## config.mk

```make
export PLATFORM = sky130hd
export DESIGN_NAME = load_store_unit
export DESIGN_NICKNAME = d
export VERILOG_FILES = /design/src/rtl/load_store_unit.sv
export SDC_FILE = /design/constraint.sdc
export NUM_CORES = 1
export LEC_CHECK = 0
export ABC_AREA = 1
export CAP_MARGIN = 20
export CORE_MARGIN = 4
export CORE_UTILIZATION = 35
export CTS_CLUSTER_SIZE = 20
export DETAILED_ROUTE_END_ITERATION = 10
export GPL_TIMING_DRIVEN = 0
export SKIP_CTS_REPAIR_TIMING = 1
export SYNTH_ARGS = -nofsm -noshare
export SYNTH_HDL_FRONTEND = slang
export SYNTH_SLANG_ARGS = --single-unit
```

## constraint.sdc

```tcl
create_clock -name clk -period 3.45 [get_ports clk]
set_input_delay 0.69 -clock clk [delete_from_list [all_inputs] [get_ports clk]]
set_output_delay 0.69 -clock clk [all_outputs]
set_load 0.02 [all_outputs]
```

## src/rtl/load_store_unit.sv

```systemverilog
// Load/store unit: drives the byte-addressed data memory port and splits
// misaligned halfword/word accesses into byte accesses.
module load_store_unit #(
   parameter int MEM_BYTES      = 1024,
   parameter bit MISALIGN_SPLIT = 1'b1
) (
   input  logic        clk,
   input  logic        rst,
   input  logic        req_valid,
   output logic        req_ready,
   input  logic        req_we,
   input  logic [2:0]  req_funct3,
   input  logic [31:0] req_addr,
   input  logic [31:0] req_wdata,
   output logic        rsp_valid,
   output logic [31:0] rsp_rdata,
   output logic        rsp_err,
   output logic        mem_read,
   output logic        mem_write,
   output logic [31:0] mem_address,
   output logic [31:0] mem_write_data,
   output logic [2:0]  mem_funct3,
   input  logic [31:0] mem_read_data
);

   typedef enum logic [2:0] {IDLE, ACCESS, SPLIT, RESP, ERR} state_t;

   state_t      state, state_nx;
   logic        we_q;
   logic [2:0]  f3_q;
   logic [31:0] addr_q, wdata_q, data_q;
   logic [1:0]  idx_q, last_q;
   logic [2:0]  size_in;
   logic [32:0] end_addr;
   logic        legal, range_bad, misal;
   logic [7:0]  wbyte;

   always_comb begin
      size_in = 3'd4;
      unique case (req_funct3[1:0])
         2'b00:   size_in = 3'd1;
         2'b01:   size_in = 3'd2;
         default: size_in = 3'd4;
      endcase
      end_addr  = {1'b0, req_addr} + {30'b0, size_in};
      range_bad = end_addr > 33'(MEM_BYTES);
      if (req_we)
         legal = req_funct3 <= 3'b010;
      else
         legal = req_funct3 inside {3'b000, 3'b001, 3'b010, 3'b100, 3'b101};
      misal = (req_funct3[1:0] == 2'b01 && req_addr[0])
            || (req_funct3[1:0] == 2'b10 && req_addr[1:0] != 2'b00);
   end

   always_comb begin
      last_q = 2'd3;
      unique case (f3_q[1:0])
         2'b00:   last_q = 2'd0;
         2'b01:   last_q = 2'd1;
         default: last_q = 2'd3;
      endcase
   end

   always_comb begin
      state_nx = state;
      unique case (state)
         IDLE: begin
            if (req_valid) begin
               if (!legal || range_bad || (misal && !MISALIGN_SPLIT))
                  state_nx = ERR;
               else if (misal)
                  state_nx = SPLIT;
               else
                  state_nx = ACCESS;
            end
         end
         ACCESS:  state_nx = RESP;
         SPLIT:   if (idx_q == last_q) state_nx = RESP;
         RESP:    state_nx = IDLE;
         ERR:     state_nx = IDLE;
         default: state_nx = IDLE;
      endcase
   end

   assign wbyte     = wdata_q[8*idx_q +: 8];
   assign req_ready = (state == IDLE);

   // Strobes are held low while rst is high so an abandoned split never
   // commits the byte that coincides with the reset edge.
   always_comb begin
      mem_read       = 1'b0;
      mem_write      = 1'b0;
      mem_address    = 32'b0;
      mem_write_data = 32'b0;
      mem_funct3     = 3'b0;
      rsp_valid      = 1'b0;
      rsp_err        = 1'b0;
      rsp_rdata      = 32'b0;
      if (state == ACCESS && !rst) begin
         mem_read       = !we_q;
         mem_write      = we_q;
         mem_address    = addr_q;
         mem_funct3     = f3_q;
         mem_write_data = wdata_q;
      end else if (state == SPLIT && !rst) begin
         mem_read       = !we_q;
         mem_write      = we_q;
         mem_address    = addr_q + {30'b0, idx_q};
         mem_funct3     = we_q ? 3'b000 : 3'b100;
         mem_write_data = we_q ? {24'b0, wbyte} : 32'b0;
      end else if (state == RESP) begin
         rsp_valid = 1'b1;
         if (!we_q) begin
            unique case (f3_q)
               3'b000:  rsp_rdata = {{24{data_q[7]}}, data_q[7:0]};
               3'b001:  rsp_rdata = {{16{data_q[15]}}, data_q[15:0]};
               3'b100:  rsp_rdata = {24'b0, data_q[7:0]};
               3'b101:  rsp_rdata = {16'b0, data_q[15:0]};
               default: rsp_rdata = data_q;
            endcase
         end
      end else if (state == ERR) begin
         rsp_valid = 1'b1;
         rsp_err   = 1'b1;
      end
   end

   always_ff @(posedge clk) begin
      if (rst) begin
         state   <= IDLE;
         we_q    <= 1'b0;
         f3_q    <= 3'b0;
         addr_q  <= 32'b0;
         wdata_q <= 32'b0;
         data_q  <= 32'b0;
         idx_q   <= 2'b0;
      end else begin
         state <= state_nx;
         if (state == IDLE && req_valid) begin
            we_q    <= req_we;
            f3_q    <= req_funct3;
            addr_q  <= req_addr;
            wdata_q <= req_wdata;
            data_q  <= 32'b0;
            idx_q   <= 2'b0;
         end else if (state == ACCESS) begin
            if (!we_q) data_q <= mem_read_data;
         end else if (state == SPLIT) begin
            idx_q <= idx_q + 2'd1;
            if (!we_q) data_q[8*idx_q +: 8] <= mem_read_data[7:0];
         end
      end
   end

endmodule

```

**Run 1: floorplan with the power grid**

Bar = 50 microns. Pins as bars on the die edge. Tap cells in grey.
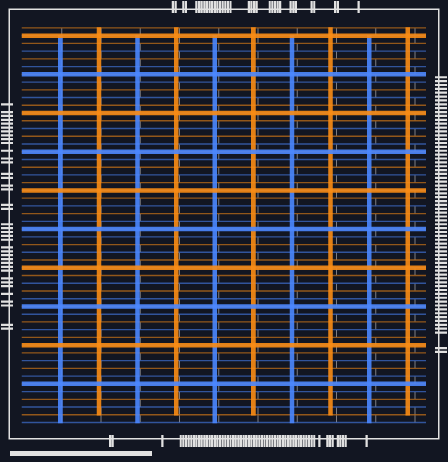
Key: VDD = orange; VSS = blue
10 straps on met4. The core has 51 rows. 207 signal pins sit on the boundary.
die x size: 150 microns
Die H: 150 microns
VDD IR max: 0.000246 V

**Run 1: placement by cell class**

Bar = 50 microns.
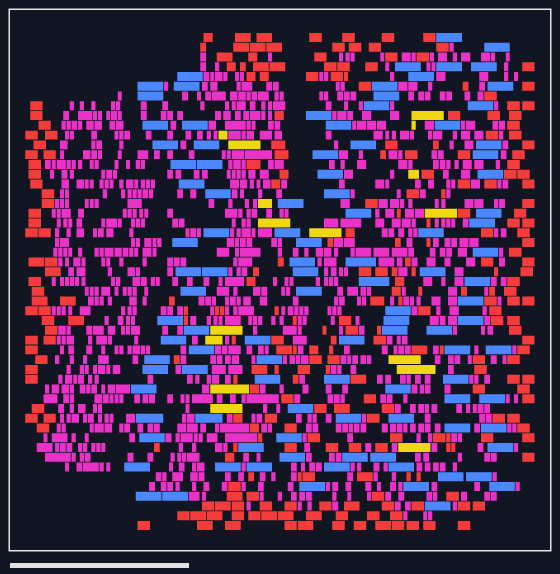
Key: remaining buffers and delay cells = red [cells 268, share of their area 25%]; registers = blue [cells 105, share of their area 21%]; remaining logic cells = magenta [cells 985, share of their area 51%]; clock drivers and dummy loads = yellow [cells 16, share of their area 3.4%]
Finished Core Util: 51.7%
Seq area share: 20.7%
core area: 19,700 sq um
# rows: 51
fin area: 10,200 sq um

**Run 1: routed clock nets over the placement**

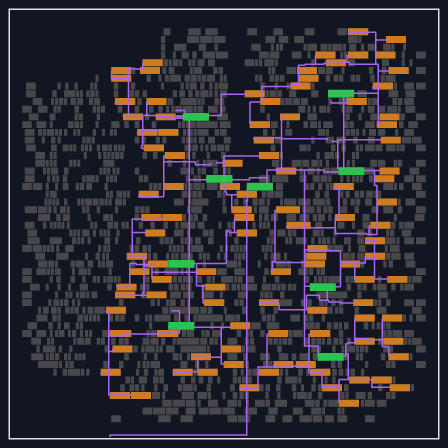
Key: clock-net drivers = green [count 9]; flip-flops = orange [count 105]; clock wires = purple [length 1,530 microns]
There are 10 routed clock nets.
clk_skew: 0.0118 ns
Late-Pin Clk Latency: 0.36 ns
Clk. pwr: 1170 uW
Clk pwr share: 33.8%

**Run 1: metal layers overlaid**

Bar = 50 microns. Only two layers are drawn.
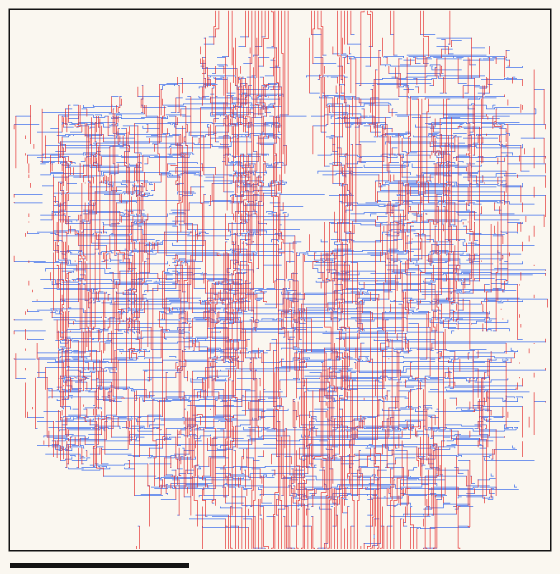
Key: M2 = red [wire length 12,800 microns]; M1 = blue [wire length 11,900 microns]
routed vias: 8,377
Total GRT Usage: 23.4%
DRT Wirelength: 26,900 microns

## run 1: area by class of cell
cell class	count	area share, %
Multi-Input combinational cell	816	42.7
Timing Repair Buffer	218	21.7
Sequential cell	105	20.7
Inverter	169	6.28
Tap cell	265	3.26
Clock buffer	11	2.38
Buffer	50	2.09
Clock inverter	5	0.860
## run 1: how the worst max path moves through the flow
stage                               start         endpoint  cells past startpoint
floorplan           idx_q[1]$_SDFFE_PP0P_  mem_address[17]                     11
global placement                      rst  mem_address[13]                      6
detailed placement                    rst  mem_address[28]                     12
CTS                 idx_q[0]$_SDFFE_PP0P_  mem_address[28]                     15
global route        idx_q[0]$_SDFFE_PP0P_  mem_address[28]                     16
finish              idx_q[0]$_SDFFE_PP0P_  mem_address[28]                     16
## run 1: worst reg2reg max path: cells and delay by family, from the launching register on
family | cells | cell delay [ns]
AOI/OAI and AO/OA | 3 | 1.17
buffers and inverters | 3 | 0.85
DFF | 1 | 0.36
adders and majority gates | 1 | 0.41
## run 1: cells in the final DEF, fill, tap and decap left out, drive strengths merged, types with 9 or more instances in the layout
cell             n
a211oi          59
nor3            31
a21oi          132
buf             38
ha               9
nor2           176
dlymetal6s2s    31
nand2          181
inv            166
dfxtp          105
o21ai          123
nand4           18
clkbuf          45
clkdlybuf4s50  165
nand3           50
## run 1: registers in the layout (all words and copies together) (netlist names)
name     cells
addr_q      32
data_q      32
f3_q         3
idx_q        2
state        3
wdata_q     32
we_q         1
## run 1: logic make-up after synthesis
group,synth area share [%]
buffers and inverters,11.9
DFF,29.6
xor gates and xnor gates,0.986
and+or+nand+nor,29.7
adders and majority gates,2.15
AOI/OAI and AO/OA,25.7
==> flow_metrics.py, run 1 <==
# Synthesis and PnR figures
metrics = {
    "logic_synthesis": {
        "synth_top_flop_cell": "dfxtp_1",
        "ys_seq_share_pct": 29.6,
        "largest_area_cell": "dfxtp_1",
        "async_reset_ff_share_pct": 0,
        "topCellsByArea": "dfxtp_1 30%, a21oi_1 9.2%, nand2_1 9.0%",
        "postSynthCellCount": 1141,
        "yosys-stat-area_sq_um": 7100,
        "syn_area_sq_um": 7100,
        "synth_cell_types": 45,
        "yosysWarnings": 0,
        "synth.avg_cell_area_sq_um": 6.23,
        "synth-seq-cells": 105,
        "fp_nets": 1255,
        "ys_cells": 1141,
        "common_cells": "171 x nand2_1, 157 x inv_1, 154 x nor2_1",
        "yosysMostFrequentCell": "nand2_1",
        "edf_count": 0,
        "top_area_share_pct": 29.6,
    },
    "route": {
        "wl_met1_microns": 11900,
        "ant_nets": 0,
        "drc": 0,
        "dr.max_layer_used": "met4",
        "dr.pass1.iters": 5,
        "routedWlPerCell_microns": 16.4,
        "dr_wl_met2_microns": 12800,
        "drt-initial-drc-count": 431,
        "via_per_inst": 5.11,
        "wl_met3_microns": 1420,
    },
    "final_layout": {
        "num_antenna_cells": 0,
        "final_nets": 1483,
        "drive_gt1_share_pct": 10.4,
        "final-instance-count-excl-fill": 1639,
        "seqCellArea_sq_um": 2110,
        "syn_to_final_growth_pct": 43.4,
        "nFillCells": 2033,
        "comb_area_sq_um": 4350,
    },
    "setup_path": {
        "path_cells": "buf_6 -> ha_4 -> fa_2 -> nand2_2 -> nor2_2 -> nand3_2 -> inv_2 -> nand2_4 -> nor3_4 -> nand4_2 -> nor2_4 -> nand3_2 -> nor3_2 -> nor2_1 -> a21oi_2 -> buf_4",
        "critPathTopFamily": "simple AND/OR/NAND/NOR gates",
        "worst-path-buf-inv": 3,
        "reg2reg_to": "data_q[2]$_SDFFE_PP0P_",
        "arrival_ns": 2.83,
        "r2r_slack_ns": 0.58,
        "cp-end-kind": "primary output",
        "cp-start-kind": "flip-flop",
        "crit_type": "reg2out",
        "slowest_delay_ns": 0.36,
        "reg2reg_depth": 7,
        "r2r_start": "idx_q[0]$_SDFFE_PP0P_",
        "crit_top_cell": "nand3_2",
        "slowest_stage": "dfxtp_4",
        "crit_fanout": 4,
        "worstPathRequired_ns": 2.76,
    },
    "power_and_ir_drop": {
        "p_sw_uw": 1150,
        "p_int_uw": 2310,
        "pwr-share-comb_pct": 25.5,
        "seq_power_uw": 1410,
        "power.leakage_uw": 0.00432,
        "p_comb_uw": 885,
        "cellPowerDensity_nw_per_um2": 340,
        "top_power_group": "sequential cells",
        "swShare_pct": 33.2,
        "total_power_uw": 3470,
        "sequentialPowerShare_pct": 40.7,
    },
    "global_route": {
        "overflow": 0,
        "use_met2_pct": 40.8,
        "antenna_found_initial": 0,
        "grt_max_degree": 18,
        "first_global_vias": 8050,
        "top_usage_layer": "met2",
        "use_met3_pct": 2.17,
        "grt_util_met1_pct": 29.9,
        "grt_pass1_wl_microns": 41700,
    },
    "worst_hold_path": {
        "hold_path_end": "data_q[13]$_SDFFE_PP0P_",
        "min_from": "data_q[13]$_SDFFE_PP0P_",
        "min_path_cells": 2,
        "min_path_type": "reg2reg",
    },
    "final_timing": {
        "finalCriticalPeriod_ns": 3.52,
        "finalHoldViolCount": 0,
        "fmax_ghz": 0.284,
        "finalSetupTns_ns": -0.118,
        "rsz0062_at_grt": "yes",
        "final.period_utilization_pct": 102,
        "relSlewSlack_pct": 38.4,
        "finalMaxSlewViolations": 0,
        "whs_ns": 0.460,
        "final-setup-viol-count": 4,
        "setup_ws_ns": -0.0701,
        "tightest_slew_ns": 0.916,
    },
    "status": {
        "violations": "setup timing",
        "status": "finished, violations left",
    },
    "cts": {
        "root_buffer": "clkbuf_16",
        "clockBufferDepth": 2,
        "numCtsBuffers": 9,
        "cts_htree_levels": 3,
        "clk_pin_slew_ns": 0.08,
        "cts.sinks": 105,
        "cts_tree": "done",
    },
    "placed_design": {
        "place_area_sq_um": 9500,
        "port_buffers": 206,
        "gp_congestion": 0.909,
        "dp.cells": 1612,
        "place_hpwl_microns": 21400,
        "place_ws_ns": -0.533,
    },
    "run": {
        "warnings": 30,
        "drv_cap": 0,
    },
    "floorplanning": {
        "io_pins": 207,
        "die_area_sq_um": 22600,
        "fp_util_pct": 36.0,
    },
}
--- run 2 (diff from run 1) ---
CAP_MARGIN = unset   (was 20)
HOLD_SLACK_MARGIN = 0.06   (was unset)
**Run 2: floorplan with the power grid**

Bar = 50 microns. Pins as bars on the die edge. Tap cells in grey.
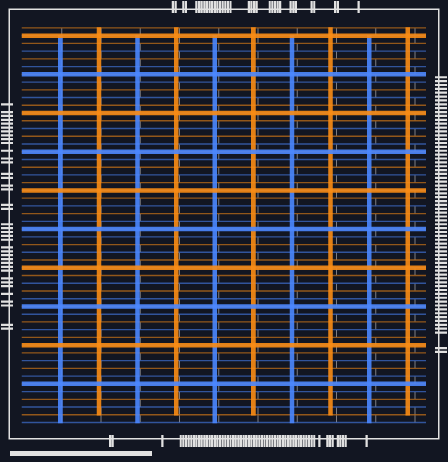
Key: VDD = orange; VSS = blue
10 straps on met4. 265 tap cells.

==> run 2 against run 1 <==
The flow still finishes with violations (setup timing). Clock power about the same. Register-to-register slack barely moved. Fmax is the same. Synthesized cell count unchanged. Clock skew stayed put. Sequential power about the same. Worst setup slack did not move. Critical endpoint unchanged. Largest cell class unchanged. Highest routed layer unchanged.
==> flow_metrics.py, run 2 <==
# Synthesis and PnR figures
metrics = {
    "status": {
        "status": "finished, violations left",
        "violations": "setup timing",
    },
    "logic_synthesis": {
        "edf_count": 0,
        "async_reset_ff_share_pct": 0,
        "synth_top_flop_cell": "dfxtp_1",
        "synth.avg_cell_area_sq_um": 6.23,
        "yosys-stat-area_sq_um": 7100,
        "topCellsByArea": "dfxtp_1 30%, a21oi_1 9.2%, nand2_1 9.0%",
        "ys_seq_share_pct": 29.6,
        "ys_cells": 1141,
        "syn_area_sq_um": 7100,
        "top_area_share_pct": 29.6,
        "fp_nets": 1255,
        "yosysMostFrequentCell": "nand2_1",
        "largest_area_cell": "dfxtp_1",
        "yosysWarnings": 0,
        "synth-seq-cells": 105,
        "common_cells": "171 x nand2_1, 157 x inv_1, 154 x nor2_1",
        "postSynthCellCount": 1141,
    },
    "floorplanning": {
        "die_area_sq_um": 22600,
        "die_h_microns": 150,
        "fp_util_pct": 36.0,
        "die-width_microns": 150,
        "rows": 51,
        "coreArea_sq_um": 19700,
    },
    "power_and_ir_drop": {
        "ir_worst_vdd_v": 0.000246,
        "clockPowerShare_pct": 33.8,
        "p_int_uw": 2310,
        "cellPowerDensity_nw_per_um2": 340,
        "sequentialPowerShare_pct": 40.7,
        "swShare_pct": 33.2,
        "p_sw_uw": 1150,
        "pwr-share-comb_pct": 25.5,
        "total_power_uw": 3470,
    },
    "worst_hold_path": {
        "min_path_type": "reg2reg",
        "hold_path_end": "data_q[13]$_SDFFE_PP0P_",
        "min_path_cells": 2,
        "min_from": "data_q[13]$_SDFFE_PP0P_",
    },
    "cts": {
        "clk_pin_slew_ns": 0.08,
        "clockBufferDepth": 2,
        "cts.sinks": 105,
        "cts_tree": "done",
        "root_buffer": "clkbuf_16",
        "cts_htree_levels": 3,
        "numCtsBuffers": 9,
        "insertion_delay_ns": 0.36,
    },
    "setup_path": {
        "reg2reg_depth": 7,
        "arrival_ns": 2.83,
        "crit_fanout": 4,
        "cp-start-kind": "flip-flop",
        "slowest_delay_ns": 0.36,
        "path_cells": "buf_6 -> ha_4 -> fa_2 -> nand2_2 -> nor2_2 -> nand3_2 -> inv_2 -> nand2_4 -> nor3_4 -> nand4_2 -> nor2_4 -> nand3_2 -> nor3_2 -> nor2_1 -> a21oi_2 -> buf_4",
        "slowest_stage": "dfxtp_4",
        "r2r_start": "idx_q[0]$_SDFFE_PP0P_",
        "worst-path-buf-inv": 3,
        "critPathTopFamily": "simple AND/OR/NAND/NOR gates",
        "worstPathRequired_ns": 2.76,
        "cp-end-kind": "primary output",
        "reg2reg_to": "data_q[2]$_SDFFE_PP0P_",
        "crit_top_cell": "nand3_2",
        "cp.depth": 16,
        "r2r_slack_ns": 0.58,
    },
    "global_route": {
        "grt_pass1_wl_microns": 41700,
        "antenna_found_initial": 0,
        "track_usage_pct": 23.4,
        "grt_max_degree": 18,
        "overflow": 0,
    },
    "route": {
        "drt-initial-drc-count": 431,
        "drc": 0,
        "routedWlPerCell_microns": 16.4,
        "vias": 8377,
        "dr.pass1.iters": 5,
        "ant_nets": 0,
        "via_per_inst": 5.11,
        "wl_microns": 26900,
    },
    "final_layout": {
        "num_antenna_cells": 0,
        "layout_top_cells": "165 x nand2_1, 165 x clkdlybuf4s50_1, 155 x inv_1, 148 x nor2_1, 129 x a21oi_1",
        "drive_gt1_share_pct": 10.4,
        "final_nets": 1483,
        "fin_util_pct": 51.7,
        "final_cell_area_sq_um": 10200,
    },
    "placed_design": {
        "gp_congestion": 0.909,
        "place_ws_ns": -0.533,
        "port_buffers": 206,
        "place_hpwl_microns": 21400,
        "place_area_sq_um": 9500,
    },
    "run": {
        "drv_cap": 0,
        "warnings": 30,
    },
    "final_timing": {
        "finClkSkew_ns": 0.0118,
        "final-setup-viol-count": 4,
        "rsz0062_at_grt": "yes",
        "fmax_ghz": 0.284,
        "relSlewSlack_pct": 38.4,
        "finalMaxSlewViolations": 0,
        "tightest_slew_ns": 0.916,
        "finalHoldViolCount": 0,
        "finalCriticalPeriod_ns": 3.52,
        "setup_ws_ns": -0.0701,
        "final.period_utilization_pct": 102,
    },
}
## run 2: cell counts after synthesis
Identical to the previous run, type by type.
## run 2: through the flow
step	setup TNS, ns	hold slack (ns)	instances
finish	-0.118	0.460	1639
CTS	-21.97	0.464	1628
detailed placement	-15.90	0.452	1612
global placement	-17.64	0.451	1612
floorplan	0	0.434	1141
global route	-1.06	0.481	1639
## run 2: kinds of logic after synthesis
| kind of cell | share of synthesized area (%) |
|---|---|
| adder cells (fa/ha/maj) | 2.15 |
| buffers and inverters | 11.9 |
| flip-flops | 29.6 |
| AND/OR/NAND/NOR | 29.7 |
| AND-OR/OR-AND | 25.7 |
| XOR/XNOR | 0.986 |
## run 2: tightest hold or removal path, cell delays in order, from the launching register on
cell and delay, ns:
dfxtp_1 0.31, inv_1 0.04, a211oi_1 0.06
## run 2: routing by layer
layer	GRT usage (%)	wire length, microns
met1	29.9	11900
met2	40.8	12800
met3	2.17	1420
met4	8.55	762
met5	0	0
## run 2: cell type report
type | count | area [sq um]
multi-input combinational | 816 | 4350
clock buffer | 11 | 243
buffer | 50 | 213
fill | 2033 | 9530
sequential | 105 | 2110
clock inverter | 5 | 87.6
inverter | 169 | 639
tap | 265 | 332
timing repair buffer | 218 | 2210
## run 2: how the worst max path moves through the flow
stage / end
after floorplan: mem_address[17]
after global placement: mem_address[13]
after detailed placement: mem_address[28]
after CTS: mem_address[28]
after global routing: mem_address[28]
final: mem_address[28]
## run 2: power groups by stage
stage               clock network [uW]  logic, uW  registers, uW
floorplan                            0        500           1410
global placement                     0        853           1430
detailed placement                   0        859           1430
CTS                               1180        864           1410
global route                      1220        987           1420
finish                            1170        885           1410
--- run 3 (diff from run 2) ---
--- a/config.mk
+++ b/config.mk
@@ -7,5 +7,5 @@
 export LEC_CHECK = 0
 export ABC_AREA = 1
-export CORE_MARGIN = 4
+export CORE_MARGIN = 1.5
 export CORE_UTILIZATION = 35
 export CTS_CLUSTER_SIZE = 20
@@ -13,4 +13,5 @@
 export GPL_TIMING_DRIVEN = 0
 export HOLD_SLACK_MARGIN = 0.06
+export PLACE_DENSITY_LB_ADDON = 0.12
 export SKIP_CTS_REPAIR_TIMING = 1
 export SYNTH_ARGS = -nofsm -noshare
==> constraint.sdc (replaced) <==
create_clock -name clk -period 3.45 [get_ports clk]
set_input_delay 0.5175 -clock clk [delete_from_list [all_inputs] [get_ports clk]]
set_output_delay 0.5175 -clock clk [all_outputs]
set_load 0.02 [all_outputs]
**Run 3: routed clock nets over the placement**

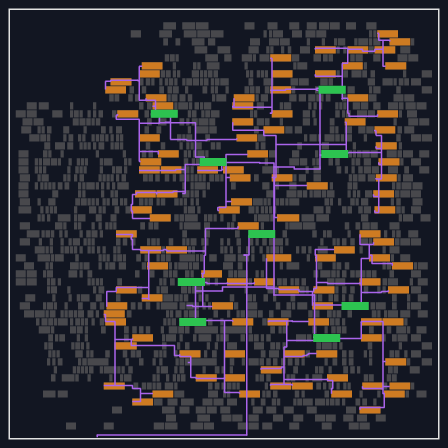
clk_skew: 0.00671 ns
Clk pwr share: 31.8%
Clk. pwr: 1060 uW

==> run 3 against run 2 <==
The flow now finishes without violations. Sequential share of layout area grew 0.50 points. Area after synthesis is the same. Sequential power is essentially flat. Synthesized cell count is the same. Cell area shrank 2.5%. Global-route usage grew 0.31 points. Die area shrank 6.5%. First-iteration DRC count grew 3.2%. Flip-flop count is the same. Largest cell class unchanged. Highest routed layer unchanged.
==> flow_metrics.py, run 3 <==
# Synthesis and PnR figures
metrics = {
    "setup_path": {
        "critPathLaunch": "idx_q[1]$_SDFFE_PP0P_",
        "crit_type": "reg2out",
        "slowest_stage": "clkdlybuf4s50_1",
        "critPathTopFamily": "buffers and inverters",
        "crit_fanout": 6,
        "worstPathRequired_ns": 2.93,
        "r2r_start": "idx_q[0]$_SDFFE_PP0P_",
    },
    "power_and_ir_drop": {
        "power.leakage_uw": 0.00402,
        "ir_worst_vdd_v": 0.000204,
        "cellPowerDensity_nw_per_um2": 337,
        "total_power_uw": 3340,
    },
    "logic_synthesis": {
        "synth.avg_cell_area_sq_um": 6.23,
        "largest_area_cell": "dfxtp_1",
        "async_reset_ff_share_pct": 0,
        "logic_family": "simple AND/OR/NAND/NOR gates",
        "edf_count": 0,
        "yosys-stat-area_sq_um": 7100,
        "topCellsByArea": "dfxtp_1 30%, a21oi_1 9.2%, nand2_1 9.0%",
        "mux_area_share_pct": 0,
        "xor_share_pct": 0.986,
        "fp_nets": 1255,
        "synth_cell_types": 45,
        "yosysMostFrequentCell": "nand2_1",
        "ys_cells": 1141,
        "ys_seq_share_pct": 29.6,
        "fa_ha_area_share_pct": 2.15,
        "postSynthCellCount": 1141,
        "yosysWarnings": 0,
    },
    "placed_design": {
        "dp.cells": 1612,
        "port_buffers": 206,
        "place_area_sq_um": 9500,
        "place_hpwl_microns": 20500,
        "gp_congestion": 0.901,
    },
    "final_timing": {
        "tightest_slew_ns": 1.04,
        "final-setup-viol-count": 0,
        "fmax_ghz": 0.302,
        "relSlewSlack_pct": 30.3,
        "rsz0062_at_grt": "yes",
        "finalHoldViolCount": 0,
        "finalCriticalPeriod_ns": 3.31,
        "setup_ws_ns": 0.144,
    },
    "global_route": {
        "antenna_found_initial": 1,
        "first_global_vias": 7819,
        "overflow": 0,
        "grt_max_degree": 18,
        "grt_pass1_wl_microns": 40200,
        "track_usage_pct": 23.7,
    },
    "floorplanning": {
        "io_pins": 207,
        "fp_util_pct": 36.1,
        "die_h_microns": 145,
        "die-width_microns": 145,
        "coreArea_sq_um": 19700,
    },
    "final_layout": {
        "syn_to_final_growth_pct": 39.8,
        "top_regs": "addr_q: 32 flops, data_q: 32 flops, wdata_q: 32 flops",
        "lay_top_count": "clkdlybuf4s50_1",
        "final_cell_area_sq_um": 9930,
        "final_nets": 1472,
        "layout_top_cells": "180 x clkdlybuf4s50_1, 171 x nand2_1, 157 x inv_1, 154 x nor2_1, 130 x a21oi_1",
        "final-instance-count-excl-fill": 1629,
    },
    "cts": {
        "clockBufferDepth": 2,
        "cts_tree": "done",
        "clk_pin_slew_ns": 0.07,
        "cts_htree_levels": 3,
        "cts.sinks": 105,
        "root_buffer": "clkbuf_16",
        "insertion_delay_ns": 0.36,
        "numCtsBuffers": 9,
    },
    "run": {
        "drv_cap": 0,
    },
    "route": {
        "dr.pass1.iters": 7,
        "vias": 8207,
        "drt-initial-drc-count": 445,
        "drc": 0,
        "via_per_inst": 5.04,
        "routedWlPerCell_microns": 15.6,
    },
    "worst_hold_path": {
        "min_from": "data_q[9]$_SDFFE_PP0P_",
        "min_path_type": "reg2reg",
    },
    "status": {
        "status": "finished clean",
    },
}
run 3: cell counts after synthesis:
Identical to the previous run, type by type.
run 3: per-layer routing:
metal  vias to the layer above  part of all wire [%]  wire length, microns  track usage (%)
li1                       4225                     -                     -                -
met5                         -                     0                     0                0
met2                       242                    47                 12100             39.9
met1                      3693                    45                 11500             30.9
met3                        47                   4.7                  1210             3.35
met4                         0                   2.5                   631             8.37
run 3: path summary, 6_finish.rpt:
path                                  to  slack (ns)  cells after the start
hold / removal    data_q[9]$_SDFFE_PP0P_        0.46                      2
setup reg to reg  data_q[7]$_SDFFE_PP0P_        0.48                      8
hold reg to reg   data_q[9]$_SDFFE_PP0P_        0.46                      2
setup / recovery          mem_address[7]        0.14                     10
run 3: cell families (layout without fill, tap and decap cells):
family	Yosys count	after routing
compound gates	328	328
xor+xnor	8	8
fa+ha+maj	11	11
buf+inv	220	442
flops	105	105
other cells	0	1
simple gates	469	469
run 3: worst reg2reg max path, cell delays in order, from the launching register on:
cell      delay, ns
dfxtp_4        0.37
clkbuf_2       0.19
inv_1          0.32
clkbuf_2       0.32
ha_1           0.21
clkinv_1       0.19
o31ai_1        0.89
a21oi_1        0.19
a211oi_1       0.21
run 3: where the power goes:
group / total [uW] / internal (uW) / switching, uW
Sequential: 1410 / 1330 / 76.7
Clock: 1060 / 565 / 498
Combinational: 873 / 317 / 555
Total: 3340 / 2210 / 1130
run 3: cell type report:
cell class / count / area (sq um) / area share (%)
antenna: 1 / 2.50 / 0.0252
buffer: 50 / 211 / 2.13
clock buffer: 10 / 229 / 2.31
clock inverter: 6 / 68.8 / 0.693
inverter: 169 / 636 / 6.40
multi-input combinational: 816 / 4230 / 42.6
sequential: 105 / 2110 / 21.2
tap: 265 / 332 / 3.34
timing repair buffer: 207 / 2110 / 21.3
Power is estimated from default activity; no workload was simulated.
